Where the registers sit:
The bar under the picture is 10 µm long. Other sequential cells in the stronger grey, the rest of the logic in the fainter grey.
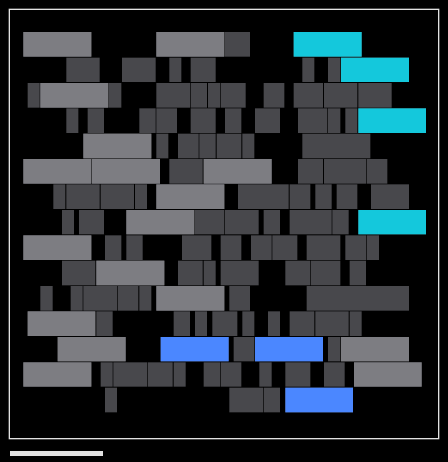
Signal wires by layer:
Two of the layers only.
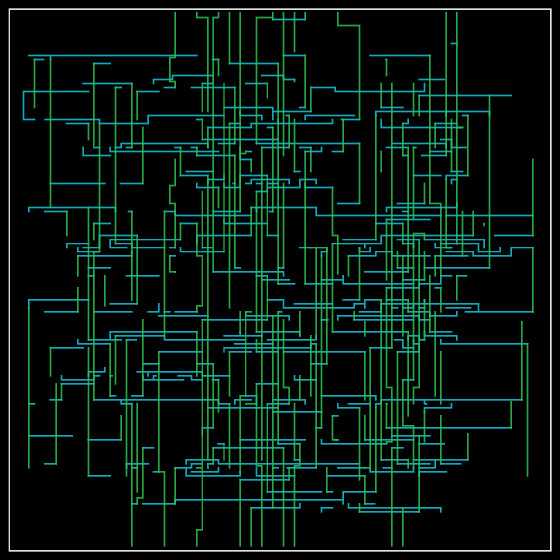
Logic cells by family:
The bar under the picture is 10 µm long.
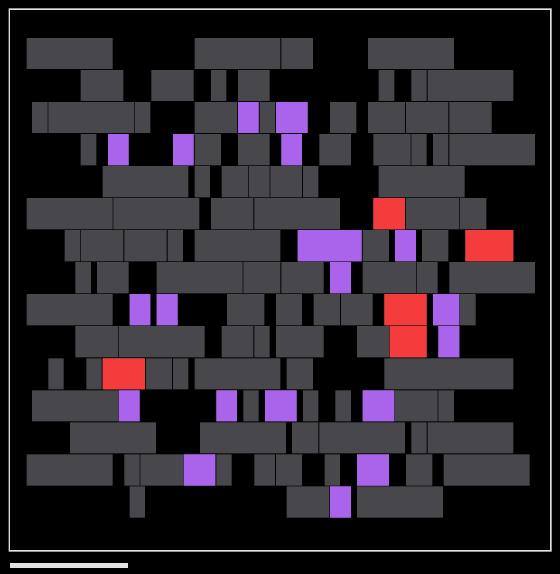
Pin map:
Pins as bars across the die edge, other pins in grey.
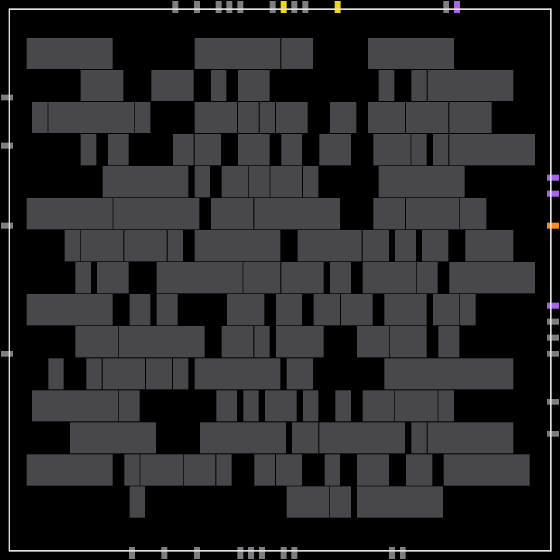
File: src/rtl/pipe_ctrl_unit_pkg.sv
// Shared decode types for the pipelined controller: opcode classes, mux encodings,
// the decoded control bundle and the hazard FSM states.
package ctrl_pkg;

  localparam int CTRL_ALUOP_W = 3;

  // Opcode class prefixes, matched against the top bits of the 5-bit opcode
  localparam logic [1:0] CLS_RTYPE = 2'b00;
  localparam logic [1:0] CLS_IMM   = 2'b01;
  localparam logic [2:0] CLS_MEM   = 3'b100;
  localparam logic [2:0] CLS_CJMP  = 3'b101;
  localparam logic [2:0] CLS_SHIFT = 3'b110;
  localparam logic [4:0] OPC_JMP   = 5'b11100;
  localparam logic [4:0] OPC_CALL  = 5'b11101;
  localparam logic [3:0] CLS_RET   = 4'b1111;

  localparam logic [1:0] PCSRC_NEXT   = 2'd0;
  localparam logic [1:0] PCSRC_BRANCH = 2'd1;
  localparam logic [1:0] PCSRC_JUMP   = 2'd2;
  localparam logic [1:0] PCSRC_STACK  = 2'd3;

  localparam logic [1:0] ALUSRC2_REG   = 2'd0;
  localparam logic [1:0] ALUSRC2_IMM   = 2'd1;
  localparam logic [1:0] ALUSRC2_SHAMT = 2'd2;

  localparam logic [1:0] CC_Z  = 2'b00;
  localparam logic [1:0] CC_NZ = 2'b01;
  localparam logic [1:0] CC_C  = 2'b10;
  localparam logic [1:0] CC_NC = 2'b11;

  typedef struct packed {
    logic [1:0]              alu_src2;
    logic [CTRL_ALUOP_W-1:0] alu_op;
    logic                    shift;
    logic                    reg_dt;
    logic                    mem_read;
    logic                    mem_write;
    logic                    reg_write;
    logic                    mem_to_reg;
    logic                    chg_zc;
  } ex_ctrl_t;

  typedef struct packed {
    ex_ctrl_t   ex;
    logic       cjmp;
    logic [1:0] cc;
    logic       jmp;
    logic       call;
    logic       ret;
  } ctrl_t;

  typedef enum logic {
    ST_RUN,
    ST_HAZ
  } state_t;

endpackage

File: src/rtl/pipe_ctrl_unit_if.sv
// Control-unit bus: ID-stage inputs, EX flag results and all per-stage control outputs.
interface pipe_ctrl_unit_if #(
  parameter int OPC_W       = 5,
  parameter int ALUOP_W     = 3,
  parameter int STACK_DEPTH = 8
) ();
  localparam int SP_W = $clog2(STACK_DEPTH + 1);

  logic               stall;
  logic [OPC_W-1:0]   inst;
  logic               inst_valid;
  logic               alu_zero;
  logic               alu_carry;
  logic [1:0]         id_PCsrc;
  logic               id_push;
  logic               id_pop;
  logic               hold_if;
  logic               flush_if;
  logic [1:0]         ex_ALUsrc2;
  logic [ALUOP_W-1:0] ex_ALUop;
  logic               ex_shift;
  logic               ex_RegDt;
  logic               mem_MemRead;
  logic               mem_MemWrite;
  logic               wb_RegWrite;
  logic               wb_MemtoReg;
  logic               zero_flag;
  logic               carry_flag;
  logic [SP_W-1:0]    sp_level;
  logic               stack_err;

  modport master (
    output stall, inst, inst_valid, alu_zero, alu_carry,
    input  id_PCsrc, id_push, id_pop, hold_if, flush_if,
    input  ex_ALUsrc2, ex_ALUop, ex_shift, ex_RegDt,
    input  mem_MemRead, mem_MemWrite, wb_RegWrite, wb_MemtoReg,
    input  zero_flag, carry_flag, sp_level, stack_err
  );

  modport slave (
    input  stall, inst, inst_valid, alu_zero, alu_carry,
    output id_PCsrc, id_push, id_pop, hold_if, flush_if,
    output ex_ALUsrc2, ex_ALUop, ex_shift, ex_RegDt,
    output mem_MemRead, mem_MemWrite, wb_RegWrite, wb_MemtoReg,
    output zero_flag, carry_flag, sp_level, stack_err
  );
endinterface

File: src/rtl/pipe_ctrl_unit_decode.sv
// Combinational opcode decoder: 5-bit opcode -> control bundle for every stage.
module ctrl_decode
  import ctrl_pkg::*;
(
  input  logic [4:0] op,
  output ctrl_t      ctrl
);

  always_comb begin
    ctrl = '0;
    if (op[4:3] == CLS_RTYPE || op[4:3] == CLS_IMM) begin
      ctrl.ex.alu_op     = op[2:0];
      ctrl.ex.alu_src2   = (op[4:3] == CLS_IMM) ? ALUSRC2_IMM : ALUSRC2_REG;
      ctrl.ex.reg_write  = 1'b1;
      ctrl.ex.mem_to_reg = 1'b1;
      ctrl.ex.chg_zc     = 1'b1;
    end else if (op[4:2] == CLS_SHIFT) begin
      ctrl.ex.alu_op     = op[2:0];
      ctrl.ex.alu_src2   = ALUSRC2_SHAMT;
      ctrl.ex.shift      = 1'b1;
      ctrl.ex.reg_write  = 1'b1;
      ctrl.ex.mem_to_reg = 1'b1;
      ctrl.ex.chg_zc     = 1'b1;
    end else if (op[4:2] == CLS_MEM) begin
      ctrl.ex.alu_src2 = ALUSRC2_IMM;
      ctrl.ex.reg_dt   = 1'b1;
      if (op[0]) begin
        ctrl.ex.mem_write = 1'b1;
      end else begin
        ctrl.ex.mem_read  = 1'b1;
        ctrl.ex.reg_write = 1'b1;
      end
    end else if (op[4:2] == CLS_CJMP) begin
      ctrl.cjmp = 1'b1;
      ctrl.cc   = op[1:0];
    end else if (op == OPC_JMP) begin
      ctrl.jmp = 1'b1;
    end else if (op == OPC_CALL) begin
      ctrl.call = 1'b1;
    end else if (op[4:1] == CLS_RET) begin
      ctrl.ret = 1'b1;
    end
  end

endmodule

File: src/rtl/pipe_ctrl_unit.sv
// Pipelined control unit: ID decode, ID/EX-EX/MEM-MEM/WB control registers, Z/C flags,
// flag-hazard FSM and call-stack tracking. PIPE_CTRL_FLAG_FWD_EN forwards EX flags to ID.
module pipe_ctrl_unit
  import ctrl_pkg::*;
#(
  parameter int OPC_W       = 5,
  parameter int ALUOP_W     = 3,
  parameter int STACK_DEPTH = 8
) (
  input logic             clk,
  input logic             rst,
  pipe_ctrl_unit_if.slave bus
);

  localparam int SP_W = $clog2(STACK_DEPTH + 1);
  localparam logic [SP_W-1:0] SP_FULL = SP_W'(STACK_DEPTH);

  ctrl_t           id_ctrl;
  ex_ctrl_t        ex_q, ex_d;
  logic            mem_rd_q, mem_wr_q, mem_rw_q, mem_m2r_q;
  logic            wb_rw_q, wb_m2r_q;
  logic            zf_q, cf_q, err_q;
  logic [SP_W-1:0] sp_q;
  state_t          state_q, state_d;

  logic       haz_cand, haz, zf_use, cf_use, taken;
  logic       push, pop, err_set;
  logic [1:0] pcsrc;

  ctrl_decode u_decode (
    .op   (bus.inst[OPC_W-1 -: 5]),
    .ctrl (id_ctrl)
  );

  always_comb begin
    haz_cand = 1'b0;
    zf_use   = zf_q;
    cf_use   = cf_q;
`ifdef PIPE_CTRL_FLAG_FWD_EN
    if (ex_q.chg_zc) begin
      zf_use = bus.alu_zero;
      cf_use = bus.alu_carry;
    end
`else
    haz_cand = bus.inst_valid && id_ctrl.cjmp && ex_q.chg_zc;
`endif
    // In HAZ the writer has retired into the flags, so the jump resolves normally
    haz = haz_cand && (state_q == ST_RUN);

    case (id_ctrl.cc)
      CC_Z:    taken = zf_use;
      CC_NZ:   taken = !zf_use;
      CC_C:    taken = cf_use;
      default: taken = !cf_use;
    endcase

    pcsrc   = PCSRC_NEXT;
    push    = 1'b0;
    pop     = 1'b0;
    err_set = 1'b0;
    if (bus.inst_valid && !haz) begin
      if (id_ctrl.cjmp && taken) pcsrc = PCSRC_BRANCH;
      if (id_ctrl.jmp) pcsrc = PCSRC_JUMP;
      if (id_ctrl.call) begin
        pcsrc = PCSRC_JUMP;
        if (sp_q < SP_FULL) push = 1'b1;
        else                err_set = 1'b1;
      end
      if (id_ctrl.ret) begin
        if (sp_q != '0) begin
          pcsrc = PCSRC_STACK;
          pop   = 1'b1;
        end else begin
          err_set = 1'b1;
        end
      end
    end

    ex_d    = (bus.inst_valid && !haz) ? id_ctrl.ex : '0;
    state_d = haz ? ST_HAZ : ST_RUN;
  end

  always_ff @(posedge clk) begin
    if (rst) begin
      ex_q      <= '0;
      mem_rd_q  <= 1'b0;
      mem_wr_q  <= 1'b0;
      mem_rw_q  <= 1'b0;
      mem_m2r_q <= 1'b0;
      wb_rw_q   <= 1'b0;
      wb_m2r_q  <= 1'b0;
      zf_q      <= 1'b0;
      cf_q      <= 1'b0;
      sp_q      <= '0;
      err_q     <= 1'b0;
      state_q   <= ST_RUN;
    end else if (!bus.stall) begin
      ex_q      <= ex_d;
      mem_rd_q  <= ex_q.mem_read;
      mem_wr_q  <= ex_q.mem_write;
      mem_rw_q  <= ex_q.reg_write;
      mem_m2r_q <= ex_q.mem_to_reg;
      wb_rw_q   <= mem_rw_q;
      wb_m2r_q  <= mem_m2r_q;
      if (ex_q.chg_zc) begin
        zf_q <= bus.alu_zero;
        cf_q <= bus.alu_carry;
      end
      if (push)     sp_q <= sp_q + SP_W'(1);
      else if (pop) sp_q <= sp_q - SP_W'(1);
      if (err_set) err_q <= 1'b1;
      state_q <= state_d;
    end
  end

  assign bus.id_PCsrc     = pcsrc;
  assign bus.id_push      = push;
  assign bus.id_pop       = pop;
  assign bus.hold_if      = haz;
  assign bus.flush_if     = !bus.stall && (pcsrc != PCSRC_NEXT);
  assign bus.ex_ALUsrc2   = ex_q.alu_src2;
  assign bus.ex_ALUop     = ALUOP_W'(ex_q.alu_op);
  assign bus.ex_shift     = ex_q.shift;
  assign bus.ex_RegDt     = ex_q.reg_dt;
  assign bus.mem_MemRead  = mem_rd_q;
  assign bus.mem_MemWrite = mem_wr_q;
  assign bus.wb_RegWrite  = wb_rw_q;
  assign bus.wb_MemtoReg  = wb_m2r_q;
  assign bus.zero_flag    = zf_q;
  assign bus.carry_flag   = cf_q;
  assign bus.sp_level     = sp_q;
  assign bus.stack_err    = err_q;

endmodule
File: src/flat_wrapper.sv
// flat-port wrapper written by rule: the top's interface ports become plain ports
module pipe_ctrl_unit_flat import ctrl_pkg::*;
#(
  parameter int OPC_W       = 5,
  parameter int ALUOP_W     = 3,
  parameter int STACK_DEPTH = 8
)
  (clk, rst, bus_stall, bus_inst, bus_inst_valid, bus_alu_zero, bus_alu_carry, bus_id_PCsrc, bus_id_push, bus_id_pop, bus_hold_if, bus_flush_if, bus_ex_ALUsrc2, bus_ex_ALUop, bus_ex_shift, bus_ex_RegDt, bus_mem_MemRead, bus_mem_MemWrite, bus_wb_RegWrite, bus_wb_MemtoReg, bus_zero_flag, bus_carry_flag, bus_sp_level, bus_stack_err);
  pipe_ctrl_unit_if #(.OPC_W(OPC_W), .ALUOP_W(ALUOP_W), .STACK_DEPTH(STACK_DEPTH)) bus_i ();
  input logic clk;
  input logic rst;
  input wire logic [$bits(bus_i.stall)-1:0] bus_stall;
  input wire logic [$bits(bus_i.inst)-1:0] bus_inst;
  input wire logic [$bits(bus_i.inst_valid)-1:0] bus_inst_valid;
  input wire logic [$bits(bus_i.alu_zero)-1:0] bus_alu_zero;
  input wire logic [$bits(bus_i.alu_carry)-1:0] bus_alu_carry;
  output wire logic [$bits(bus_i.id_PCsrc)-1:0] bus_id_PCsrc;
  output wire logic [$bits(bus_i.id_push)-1:0] bus_id_push;
  output wire logic [$bits(bus_i.id_pop)-1:0] bus_id_pop;
  output wire logic [$bits(bus_i.hold_if)-1:0] bus_hold_if;
  output wire logic [$bits(bus_i.flush_if)-1:0] bus_flush_if;
  output wire logic [$bits(bus_i.ex_ALUsrc2)-1:0] bus_ex_ALUsrc2;
  output wire logic [$bits(bus_i.ex_ALUop)-1:0] bus_ex_ALUop;
  output wire logic [$bits(bus_i.ex_shift)-1:0] bus_ex_shift;
  output wire logic [$bits(bus_i.ex_RegDt)-1:0] bus_ex_RegDt;
  output wire logic [$bits(bus_i.mem_MemRead)-1:0] bus_mem_MemRead;
  output wire logic [$bits(bus_i.mem_MemWrite)-1:0] bus_mem_MemWrite;
  output wire logic [$bits(bus_i.wb_RegWrite)-1:0] bus_wb_RegWrite;
  output wire logic [$bits(bus_i.wb_MemtoReg)-1:0] bus_wb_MemtoReg;
  output wire logic [$bits(bus_i.zero_flag)-1:0] bus_zero_flag;
  output wire logic [$bits(bus_i.carry_flag)-1:0] bus_carry_flag;
  output wire logic [$bits(bus_i.sp_level)-1:0] bus_sp_level;
  output wire logic [$bits(bus_i.stack_err)-1:0] bus_stack_err;
  assign bus_i.stall = bus_stall;
  assign bus_i.inst = bus_inst;
  assign bus_i.inst_valid = bus_inst_valid;
  assign bus_i.alu_zero = bus_alu_zero;
  assign bus_i.alu_carry = bus_alu_carry;
  assign bus_id_PCsrc = bus_i.id_PCsrc;
  assign bus_id_push = bus_i.id_push;
  assign bus_id_pop = bus_i.id_pop;
  assign bus_hold_if = bus_i.hold_if;
  assign bus_flush_if = bus_i.flush_if;
  assign bus_ex_ALUsrc2 = bus_i.ex_ALUsrc2;
  assign bus_ex_ALUop = bus_i.ex_ALUop;
  assign bus_ex_shift = bus_i.ex_shift;
  assign bus_ex_RegDt = bus_i.ex_RegDt;
  assign bus_mem_MemRead = bus_i.mem_MemRead;
  assign bus_mem_MemWrite = bus_i.mem_MemWrite;
  assign bus_wb_RegWrite = bus_i.wb_RegWrite;
  assign bus_wb_MemtoReg = bus_i.wb_MemtoReg;
  assign bus_zero_flag = bus_i.zero_flag;
  assign bus_carry_flag = bus_i.carry_flag;
  assign bus_sp_level = bus_i.sp_level;
  assign bus_stack_err = bus_i.stack_err;
  pipe_ctrl_unit #(.OPC_W(OPC_W), .ALUOP_W(ALUOP_W), .STACK_DEPTH(STACK_DEPTH)) u_core (.clk(clk), .rst(rst), .bus(bus_i));
endmodule
File: config.mk
export PLATFORM = sky130hd
export DESIGN_NAME = pipe_ctrl_unit_flat
export DESIGN_NICKNAME = d
export VERILOG_FILES = /design/src/rtl/pipe_ctrl_unit_pkg.sv /design/src/rtl/pipe_ctrl_unit_if.sv /design/src/rtl/pipe_ctrl_unit_decode.sv /design/src/rtl/pipe_ctrl_unit.sv /design/src/flat_wrapper.sv
export SDC_FILE = /design/constraint.sdc
export NUM_CORES = 1
export LEC_CHECK = 0
export ABC_CLOCK_PERIOD_IN_PS = 2960
export CAP_MARGIN = 0
export CORE_UTILIZATION = 60
export CTS_BUF_LIST = sky130_fd_sc_hd__clkbuf_4
export CTS_CLUSTER_SIZE = 12
export DETAILED_ROUTE_END_ITERATION = 7
export DONT_BUFFER_PORTS = 1
export PLACE_DENSITY_LB_ADDON = 0.25
export SKIP_LAST_GASP = 1
export SYNTH_ARGS = -nofsm -noshare
export SYNTH_HDL_FRONTEND = slang
export SYNTH_SLANG_ARGS = --single-unit
File: constraint.sdc
create_clock -name clk -period 2.96 [get_ports clk]
set_input_delay 0.74 -clock clk [delete_from_list [all_inputs] [get_ports clk]]
set_output_delay 0.74 -clock clk [all_outputs]
set_load 0.02 [all_outputs]
==> impl_metrics.toml <==
# implementation run metrics
[logic_synthesis]
syn_nets = 141
edf_count = 0
synth-cells-yosys = 127
synth-seq-cells = 24
post_synth_most_frequent_cells = "24 x sky130_fd_sc_hd__dfxtp_1, 21 x sky130_fd_sc_hd__nor2_1, 12 x sky130_fd_sc_hd__a21oi_1, 11 x sky130_fd_sc_hd__mux2i_1"
synthesis.area_um2 = 1154
synthTopCellsByArea = "sky130_fd_sc_hd__dfxtp_1 42%, sky130_fd_sc_hd__mux2i_1 9.5%, sky130_fd_sc_hd__nor2_1 6.8%"
synth_async_sr_flop_share = 0
syn-instance-count = 127
synth_dominant_cell_count = "sky130_fd_sc_hd__dfxtp_1"

[clock_tree]
hold_buffers = 0
cts_num_sinks = 24
inserted_clock_buffers = 3
clock_tree.root_cell = "sky130_fd_sc_hd__clkbuf_4"
cts.reportedPaths.clkPinSlew_ns = 0.13
post-cts-setup-buffers = 0
ctsLongestPathBuffers = 2
clock_insertion_delay_worst_skew_ns = 0.33

[outcome]
status = "complete, no violations"

[job]
openroad.warnings = 26

[placed_design]
postPlaceCellArea_um2 = 1146
dp_worst_setup_slack_ns = 0.5377
post-place-cells = 144

[final_layout]
num-nonclk-inverters = 3
non_clock_buffer_area_share = 0.01879
multi_input_comb_cells = 89
num-fill-cells = 162
combGateArea_um2 = 600.6
total_number_of_sequential_cells = 24
final_cell_area_um2 = 1199
comb_area_share = 0.5010
layout.non_clock_buffers = 3
clock_area_frac = 0.04384
lay_top_cells = "24 x sky130_fd_sc_hd__dfxtp_1, 21 x sky130_fd_sc_hd__nor2_1, 12 x sky130_fd_sc_hd__a21oi_1"

[floorplan]
chip_area_um2 = 2102
floorplan.rows = 15
top_level_ports = 35
floorplanUtilization = 0.6539

[final_timing]
min_period_over_period = 0.8703
slew_headroom = 0.5901
worst_clock_skew_ns = 0.002501
max_freq_mhz = 388.2
finalWorstSetupSlack_ns = 0.3839
hold_slack_ns = 0.4562
final-max-slew-violation-count = 0
max_slew.worst_pin.slew_ns = 0.6094

[power]
share_comb_of_total_power = 0.052
power.switching_uw = 127.9
power.share.switching = 0.2092
total_internal_power_uw = 483.5

[drt]
routed_wire_length_per_instance_um = 15.06
vias = 874
routedLengthMet1_um = 925
final_antenna_net_count = 0
post_drt_via_cell_ratio = 5.905

[global_route]
top_usage_layer = "met2"
track_usage = 0.2274
met3_resource_use_gr = 0.07937
grt_overflow_total = 0
pin_count_of_the_biggest_net_entering_global_routing = 26
use_met1 = 0.2434

[setup_path]
reg2reg_setup_slack_ns = 0.77
largest_stage_delay_on_the_critical_path_ns = 0.47
cp_max_fo = 6
timing.critical_path.slowest_stage_cell = "sky130_fd_sc_hd__dfxtp_1"
worst_r2r_path_depth = 7

[worst_hold_path]
hold_path_class = "in2reg"
hold_path_end = "u_core.bus.ex_RegDt"
About 'where the registers sit':
u_core.bus.ex_ALUop -> blue  # placed flops 3
u_core.bus.sp_level -> cyan  # placed flops 4, where top right
not coloured = 17
sequential portion of the cell area: 0.4008
final core utilization: 0.6794

About 'signal wires by layer':
metal 2 -> green  # wire length 1,160 µm
metal 1 -> cyan  # wire length 926 µm

About 'logic cells by family':
non-inverting ao/oa cells -> red  # cells 5
aoi and oai cells -> purple  # cells 19

About 'pin map':
bus_sp_level -> purple  # pins 4, direction output, edge 3 right, 1 top
bus_id_pop -> orange  # pins 1, direction output, edge right
bus_id_PCsrc -> yellow  # pins 2, direction output, edge top
IO Port Bufs: 0
DIE HEIGHT: 45.85 µm
Die Width: 45.85 µm

cells by family (layout without fill, tap and decap cells):
logic type | after synthesis | in the layout | synth area share
AOI/OAI and AO/OA | 24 | 24 | 0.1443
buffers and inverters | 14 | 10 | 0.06290
adders and majority gates | 3 | 3 | 0.03904
DFF | 24 | 24 | 0.4165
and+or+nand+nor | 47 | 47 | 0.2093
muxes | 12 | 12 | 0.1052
xor gates and xnor gates | 3 | 3 | 0.02278
power groups by stage:
| stage | Combinational (mW) | Sequential [mW] | Clock (mW) |
|---|---|---|---|
| final | 0.0319 | 0.338 | 0.242 |
| after floorplan | 0.0421 | 0.341 | 0 |
| after detailed placement | 0.0318 | 0.345 | 0 |
| after global placement | 0.0309 | 0.345 | 0 |
| after CTS | 0.0321 | 0.338 | 0.244 |
| after global routing | 0.0356 | 0.339 | 0.258 |
Power and IR drop assume default switching activity.
